[src/rtl/main_mem_arbiter.sv]
// Round-robin arbiter that serialises cache-level read requests onto the single-ported main memory.
// Optional MEM_ARB_PERF_EN adds the perf_grants / perf_busy counters.
module main_mem_arbiter #(
  parameter int unsigned NUM_REQ = 4,
  parameter int unsigned ADDR_W  = 11,
  parameter int unsigned DATA_W  = 32,
  parameter int unsigned MEM_LAT = 1
) (
  input  logic                      clk,
  input  logic                      rst_n,
  input  logic [NUM_REQ-1:0]        req_valid,
  input  logic [NUM_REQ*ADDR_W-1:0] req_addr,
  output logic [NUM_REQ-1:0]        req_ready,
  output logic [NUM_REQ-1:0]        resp_valid,
  output logic [DATA_W-1:0]         resp_data,
  output logic                      mem_rd,
  output logic [ADDR_W-1:0]         mem_addr,
  input  logic [DATA_W-1:0]         mem_data,
  output logic                      busy
`ifdef MEM_ARB_PERF_EN
  ,
  output logic [NUM_REQ*16-1:0]     perf_grants,
  output logic [31:0]               perf_busy
`endif
);

  localparam int unsigned PTR_W = (NUM_REQ > 1) ? $clog2(NUM_REQ) : 1;
  localparam int unsigned CNT_W = $clog2(MEM_LAT + 1);

  typedef enum logic [1:0] {IDLE, ISSUE, WAIT, RESP} state_t;

  state_t             state;
  logic [PTR_W-1:0]   rr_ptr;
  logic [PTR_W-1:0]   win;
  logic [PTR_W-1:0]   idx;
  logic               found;
  logic [NUM_REQ-1:0] owner;
  logic [CNT_W-1:0]   wait_cnt;
  logic [ADDR_W-1:0]  addr_arr [NUM_REQ];

  for (genvar g = 0; g < NUM_REQ; g++) begin : g_unpack
    assign addr_arr[g] = req_addr[g*ADDR_W +: ADDR_W];
  end

  // First requesting index scanning upward from rr_ptr+1, wrapping
  always_comb begin
    found = 1'b0;
    win   = rr_ptr;
    idx   = '0;
    for (int unsigned k = 1; k <= NUM_REQ; k++) begin
      idx = PTR_W'((32'(rr_ptr) + k) % NUM_REQ);
      if (!found && req_valid[idx]) begin
        found = 1'b1;
        win   = idx;
      end
    end
  end

  // Sequencer: outputs are registered alongside the state they belong to
  always_ff @(posedge clk or negedge rst_n) begin
    if (!rst_n) begin
      state      <= IDLE;
      rr_ptr     <= PTR_W'(NUM_REQ - 1);
      owner      <= '0;
      wait_cnt   <= '0;
      req_ready  <= '0;
      resp_valid <= '0;
      resp_data  <= '0;
      mem_rd     <= 1'b0;
      mem_addr   <= '0;
      busy       <= 1'b0;
    end else begin
      req_ready  <= '0;
      resp_valid <= '0;
      mem_rd     <= 1'b0;
      case (state)
        IDLE: begin
          if (found) begin
            req_ready <= NUM_REQ'(1) << win;
            owner     <= NUM_REQ'(1) << win;
            rr_ptr    <= win;
            mem_rd    <= 1'b1;
            mem_addr  <= addr_arr[win];
            busy      <= 1'b1;
            state     <= ISSUE;
          end
        end
        ISSUE: begin
          wait_cnt <= CNT_W'(MEM_LAT);
          state    <= WAIT;
        end
        WAIT: begin
          wait_cnt <= wait_cnt - CNT_W'(1);
          if (wait_cnt == CNT_W'(1)) begin
            resp_data  <= mem_data;
            resp_valid <= owner;
            state      <= RESP;
          end
        end
        RESP: begin
          busy  <= 1'b0;
          state <= IDLE;
        end
        default: state <= IDLE;
      endcase
    end
  end

`ifdef MEM_ARB_PERF_EN
  // Saturating per-requester grant counters
  for (genvar g = 0; g < NUM_REQ; g++) begin : g_perf
    logic [15:0] grant_cnt;
    always_ff @(posedge clk or negedge rst_n) begin
      if (!rst_n) begin
        grant_cnt <= '0;
      end else if (req_ready[g] && (grant_cnt != 16'hFFFF)) begin
        grant_cnt <= grant_cnt + 16'd1;
      end
    end
    assign perf_grants[g*16 +: 16] = grant_cnt;
  end

  always_ff @(posedge clk or negedge rst_n) begin
    if (!rst_n) begin
      perf_busy <= '0;
    end else if (busy) begin
      perf_busy <= perf_busy + 32'd1;
    end
  end
`endif

endmodule

[config.mk]
export PLATFORM = sky130hd
export DESIGN_NAME = main_mem_arbiter
export DESIGN_NICKNAME = d
export VERILOG_FILES = /design/src/rtl/main_mem_arbiter.sv
export SDC_FILE = /design/constraint.sdc
export NUM_CORES = 1
export LEC_CHECK = 0
export ABC_AREA = 1
export CORE_MARGIN = 2
export CORE_UTILIZATION = 46
export CTS_CLUSTER_DIAMETER = 30
export CTS_CLUSTER_SIZE = 24
export DETAILED_ROUTE_END_ITERATION = 7
export PLACE_DENSITY = 0.88
export SLEW_MARGIN = 25
export SYNTH_ARGS = -nofsm -noshare
export SYNTH_HDL_FRONTEND = slang
export SYNTH_SLANG_ARGS = --single-unit
[constraint.sdc]
create_clock -name clk -period 3.25 [get_ports clk]
set_clock_uncertainty 0.05 [all_clocks]
set_input_delay 0.65 -clock clk [delete_from_list [all_inputs] [get_ports clk]]
set_output_delay 0.65 -clock clk [all_outputs]
set_load 0.005 [all_outputs]
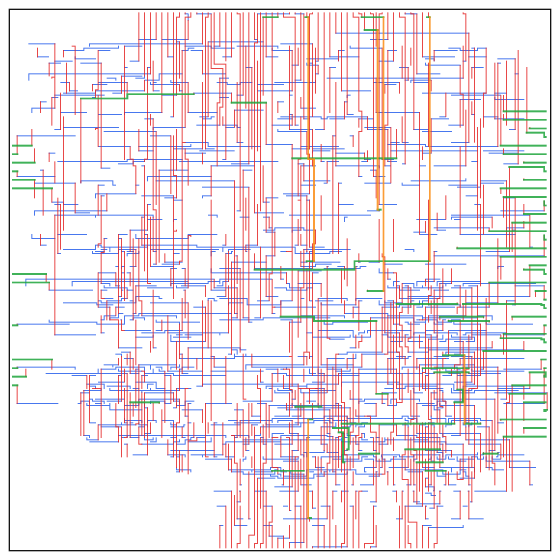
(wiring by layer)
| layer | colour | wire length |
|---|---|---|
| met4 | orange | 177 um |
| met2 | red | 4,290 um |
| met3 | green | 447 um |
| met1 | blue | 3,200 um |
sum of routed wire length over all layers: 8120 um
via total after detailed routing: 2,823
GRT Resource Usage Total: 0.228
wire per inst: 14.6 um

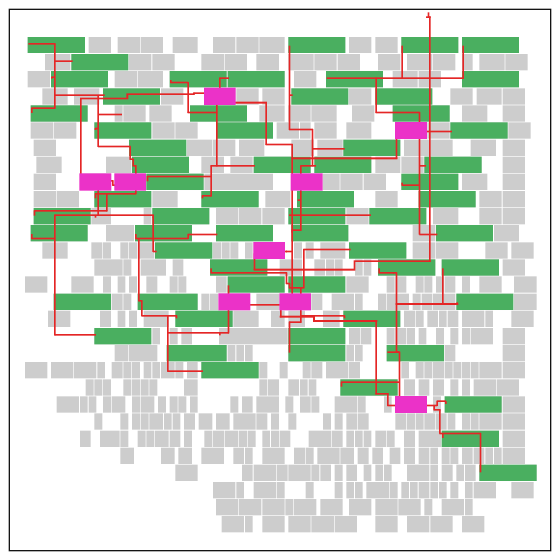
(clock distribution)
[clock wires] red | length: 750 um
[cells driving clock nets] magenta | count: 9
[flip-flops] green | count: 62
routed clock nets: 10

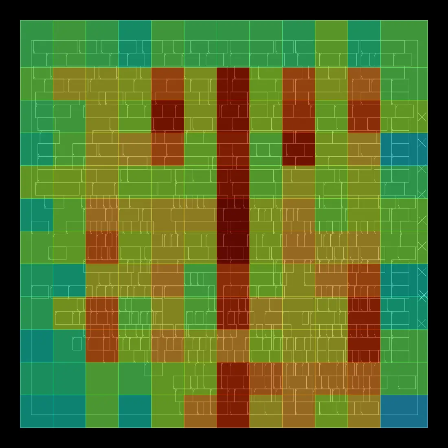
(congestion heat map)
Most Crowded Layer GR: met2
grt met2 use: 0.413
met1 capacity usage during global routing: 0.264

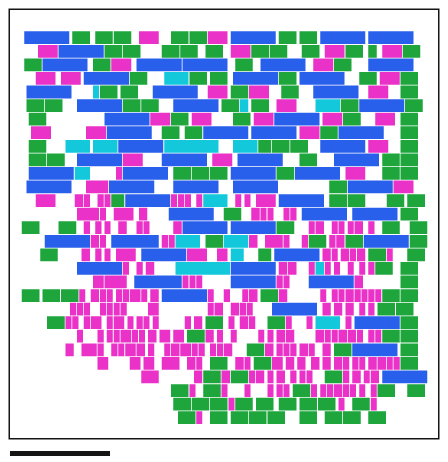
(placed cells, one colour a class)
Bar = 20 um.
| class | colour | cells |
|---|---|---|
| clock drivers and dummy loads | cyan | 16 |
| flip-flops | blue | 62 |
| all other logic | magenta | 265 |
| other buffers and delay cells | green | 137 |

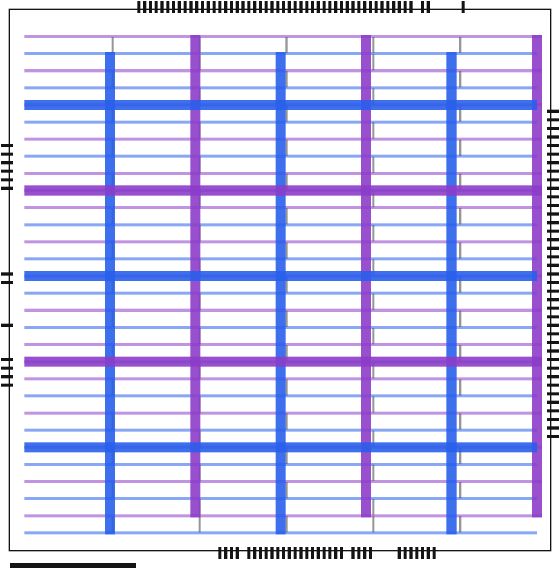
(power grid)
Bar = 20 um. Pins as bars on the die edge. Tap cells in grey.
| net | colour |
|---|---|
| VSS | blue |
| VDD | purple |
met5 straps: 5
met4 straps: 6
signal pins: 135
tap cells: 77
rows: 29
Peak supply drop: 0.685 mV
horizontal die dimension: 85.8 um
core box area: 6420 um^2

==> run summary <==
The full implementation flow was run.

The flow ran to the end, but the final reports show violations. The checks that failed: design-rule violations. The filler cells instantiated in the layout total 477. Of the total power, the clock network draws 0.149.

Clock tree synthesis found a total of 62 sinks. The net switching component of the power stands at 1.98 mW. For reference, the final report shows the max-slew violation count at 0.

For this configuration, the core starts out at a cell density of 0.479. The sequential cell area in the final layout stands at 1550 um^2. The net count of the finished layout is 560.

The switching portion of total power comes to 0.405. The area recorded from the Yosys report for this design is 3080 um^2. The boundary pin count stands at 135.

The ratio of routed vias to standard cells stands at 5.07. TritonCTS built the clock tree. CTS built an H-tree with a depth of 3. Before CTS, the worst setup slack after placement is 0.488 ns. The share of total power in combinational logic stands at 0.572.

Counting endpoints that fail hold in the final report gives 0. For this run, the number of Yosys warnings is 0. The pin closest to its max-slew limit shows a slew of 0.576 ns. Counting every net in the synthesized netlist gives 427. The count of non-filler cells in the finished layout stands at 557. The share of total power dissipated in sequential elements is 0.280. The period utilization stands at 0.757. The tightest slew margin relative to the limit stands at 0.616. The post-placement cell count stands at 541. The initial antenna violation count stands at 0. For this design the ratio of total power to cell area is 1060 nW/um^2. The sequential fraction of the synthesis area stands at 0.505. The synthesized area per cell stands at 9.00 um^2.

Summing internal, switching and leakage power gives 4.89 mW. Along the worst path, the maximum fanout reaches 12. The maximum clock insertion buffer count stands at 2. The number of warnings in the stage logs stands at 28. The number of global-route vias before repair stands at 2,865.

The iteration tally of the first detailed-router pass stands at 8. The power report lists cell-internal power as 2.91 mW. The total die area stands at 7360 um^2. The number of setup violations in the final report stands at 0. The post-detailed-route count of antenna-violating nets stands at 0.

The worst setup path is captured at a register. The largest net degree at the start of global routing stands at 38. For this run the aggregate overflow at the end of global routing stands at 0.

The repair_antennas step left the layout with diodes totalling 0. The final cell utilization of the core stands at 0.721. The number of instances in the synthesized netlist stands at 342. After synthesis the cells add up to 3080 um^2. In this run, distinct cell masters in the synthesized netlist total 22.

The hold buffer count at CTS stands at 0. The first-iteration detailed-routing DRC count stands at 236. TritonCTS created 9 clock buffers. Per the detail_route report, DRC violations left total 10. The worst setup path is launched from an input port. The wire-length estimate of the detail-placed layout is 6000 um. The static leakage stands at 2.22 nW. The placement summary gives the final routability congestion estimate as 0.849. According to the timing report, the arrival time at the worst endpoint equals 2.68 ns.

The post-CTS setup buffer count stands at 0. The layout summary lists the proportion of cells stronger than drive strength 1 as 0.156. Once synthesis finished, the tally of register bits stood at 62. The final timing report derives a shortest allowable period of 2.46 ns. The timing report gives the clock slew at the launch and capture registers of the worst setup and hold paths as 0.07 ns.

Across the run, the number of max-cap violations was 0. In the Yosys report the total cell count is 342. The path class of the tightest hold or removal check is input port to async pin.

The required time reported for the critical path endpoint stands at 3.47 ns. Per the timing report, the achievable frequency comes out to 406 MHz. After layout, the worst setup slack is 0.789 ns. Port buffering added 134 buffers. Relative to the synthesized area, the layout overhead comes to 50.4%. In this run the clock root is driven by a clkbuf_8. The row count stands at 29. The final-layout setup total negative slack stands at 0 ns.

The first global-routing pass estimated 13,100 um of wire. The number of gates resized after cts stands at 0. STA shows the worst reg2reg path with a cell count of 12. For the worst-skew pair, the clock arrives at the later sink with an insertion delay of 0.33 ns.

Setup repair after global routing left no endpoint under its margin. The logic area stands at 1250 um^2. The critical path is of the input port to register type.
synthesized netlist by cell type (all sizes together):
master	n	area, um^2
a31oi	1	6.26
dfrtp	60	1500
o21ai	7	35.0
clkbuf	3	11.3
nand2	115	469
buf	12	108
ha	3	37.5
nor2	12	45.0
mux2	32	360
a21oi	4	20.0
nand3	52	275
inv	39	156
dfstp	2	52.6
routing by layer:
layer / GRT usage / routed length, um / vias up
met5: 0 / 0 / -
met4: 0.0880 / 177 / 0
met3: 0.0491 / 447 / 12
met2: 0.413 / 4290 / 111
met1: 0.264 / 3200 / 1348
li1: - / - / 1352
logic make-up after synthesis:
group | Yosys count | synth area share
buffers and inverters | 54 | 0.0894
AND/OR/NAND/NOR | 179 | 0.257
adder cells (fa/ha/maj) | 3 | 0.0122
AND-OR/OR-AND | 12 | 0.0199
multiplexers | 32 | 0.117
flip-flops | 62 | 0.505
state kept, by name, summed over array words and instances, names as in the netlist:
name	count
mem_rd	1
req_ready	4
owner	4
busy	1
wait_cnt	1
state	2
rr_ptr	2
mem_addr	11
resp_valid	4
resp_data	32
power by group through the flow:
stage / sequential, mW / clock, mW / combinational (mW)
floorplan: 1.35 / 0 / 1.89
global placement: 1.36 / 0 / 2.68
detailed placement: 1.38 / 0 / 2.78
CTS: 1.37 / 0.742 / 2.79
global route: 1.40 / 0.774 / 3.12
finish: 1.37 / 0.727 / 2.79
final timing paths:
path | start | slack, ns | end
min reg2reg | mem_addr[8] | 0.44 | mem_addr[8]
max | req_valid[3] | 0.79 | mem_addr[4]
max in group asynchronous | rst_n | 2.14 | rr_ptr[1]
max reg2reg | rr_ptr[0] | 0.87 | mem_addr[4]
min | rst_n | 0.26 | resp_data[25]
min in group clk | mem_addr[8] | 0.44 | mem_addr[8]
area by class of cell:
class,instances,area share
Clock buffer,10,0.0276
Clock inverter,6,0.0187
Inverter,39,0.0338
Multi-Input combinational cell,226,0.270
Sequential cell,62,0.336
Tap cell,77,0.0208
Timing Repair Buffer,137,0.294
worst max-delay path, cell delays in order:
cell             delay [ns]
clkdlybuf4s50_1        0.50
nand2_1                0.08
nand3_1                0.11
nand2_2                0.10
nand2_2                0.11
nand3_1                0.32
nand2_1                0.44
nand2_1                0.12
nand3_1                0.10
nand3_1                0.08
nand2_1                0.08
metrics by stage:
step,hold WS [ns],instance area [um^2]
2_1_floorplan,0.304,3080
3_3_place_gp,0.415,4410
3_5_place_dp,0.415,4410
4_1_cts,0.261,4630
5_1_grt,0.286,4630
6_report,0.260,4630
cell usage in the layout, fill, tap and decap left out, types with 2 or more instances in the layout:
cell / instances
clkdlybuf4s50_1: 133
nand2_1: 102
dfrtp_1: 60
nand3_1: 49
inv_1: 33
mux2_2: 32
nand2_2: 12
nor2_1: 12
clkbuf_8: 9
o21ai_1: 4
a21oi_1: 4
inv_2: 3
nand3_2: 3
o21ai_0: 3
ha_1: 3
buf_4: 3
inv_4: 2
bufinv_16: 2
clkinv_2: 2
dfstp_2: 2
No activity file was given, so power comes from the tool's default toggle rates.
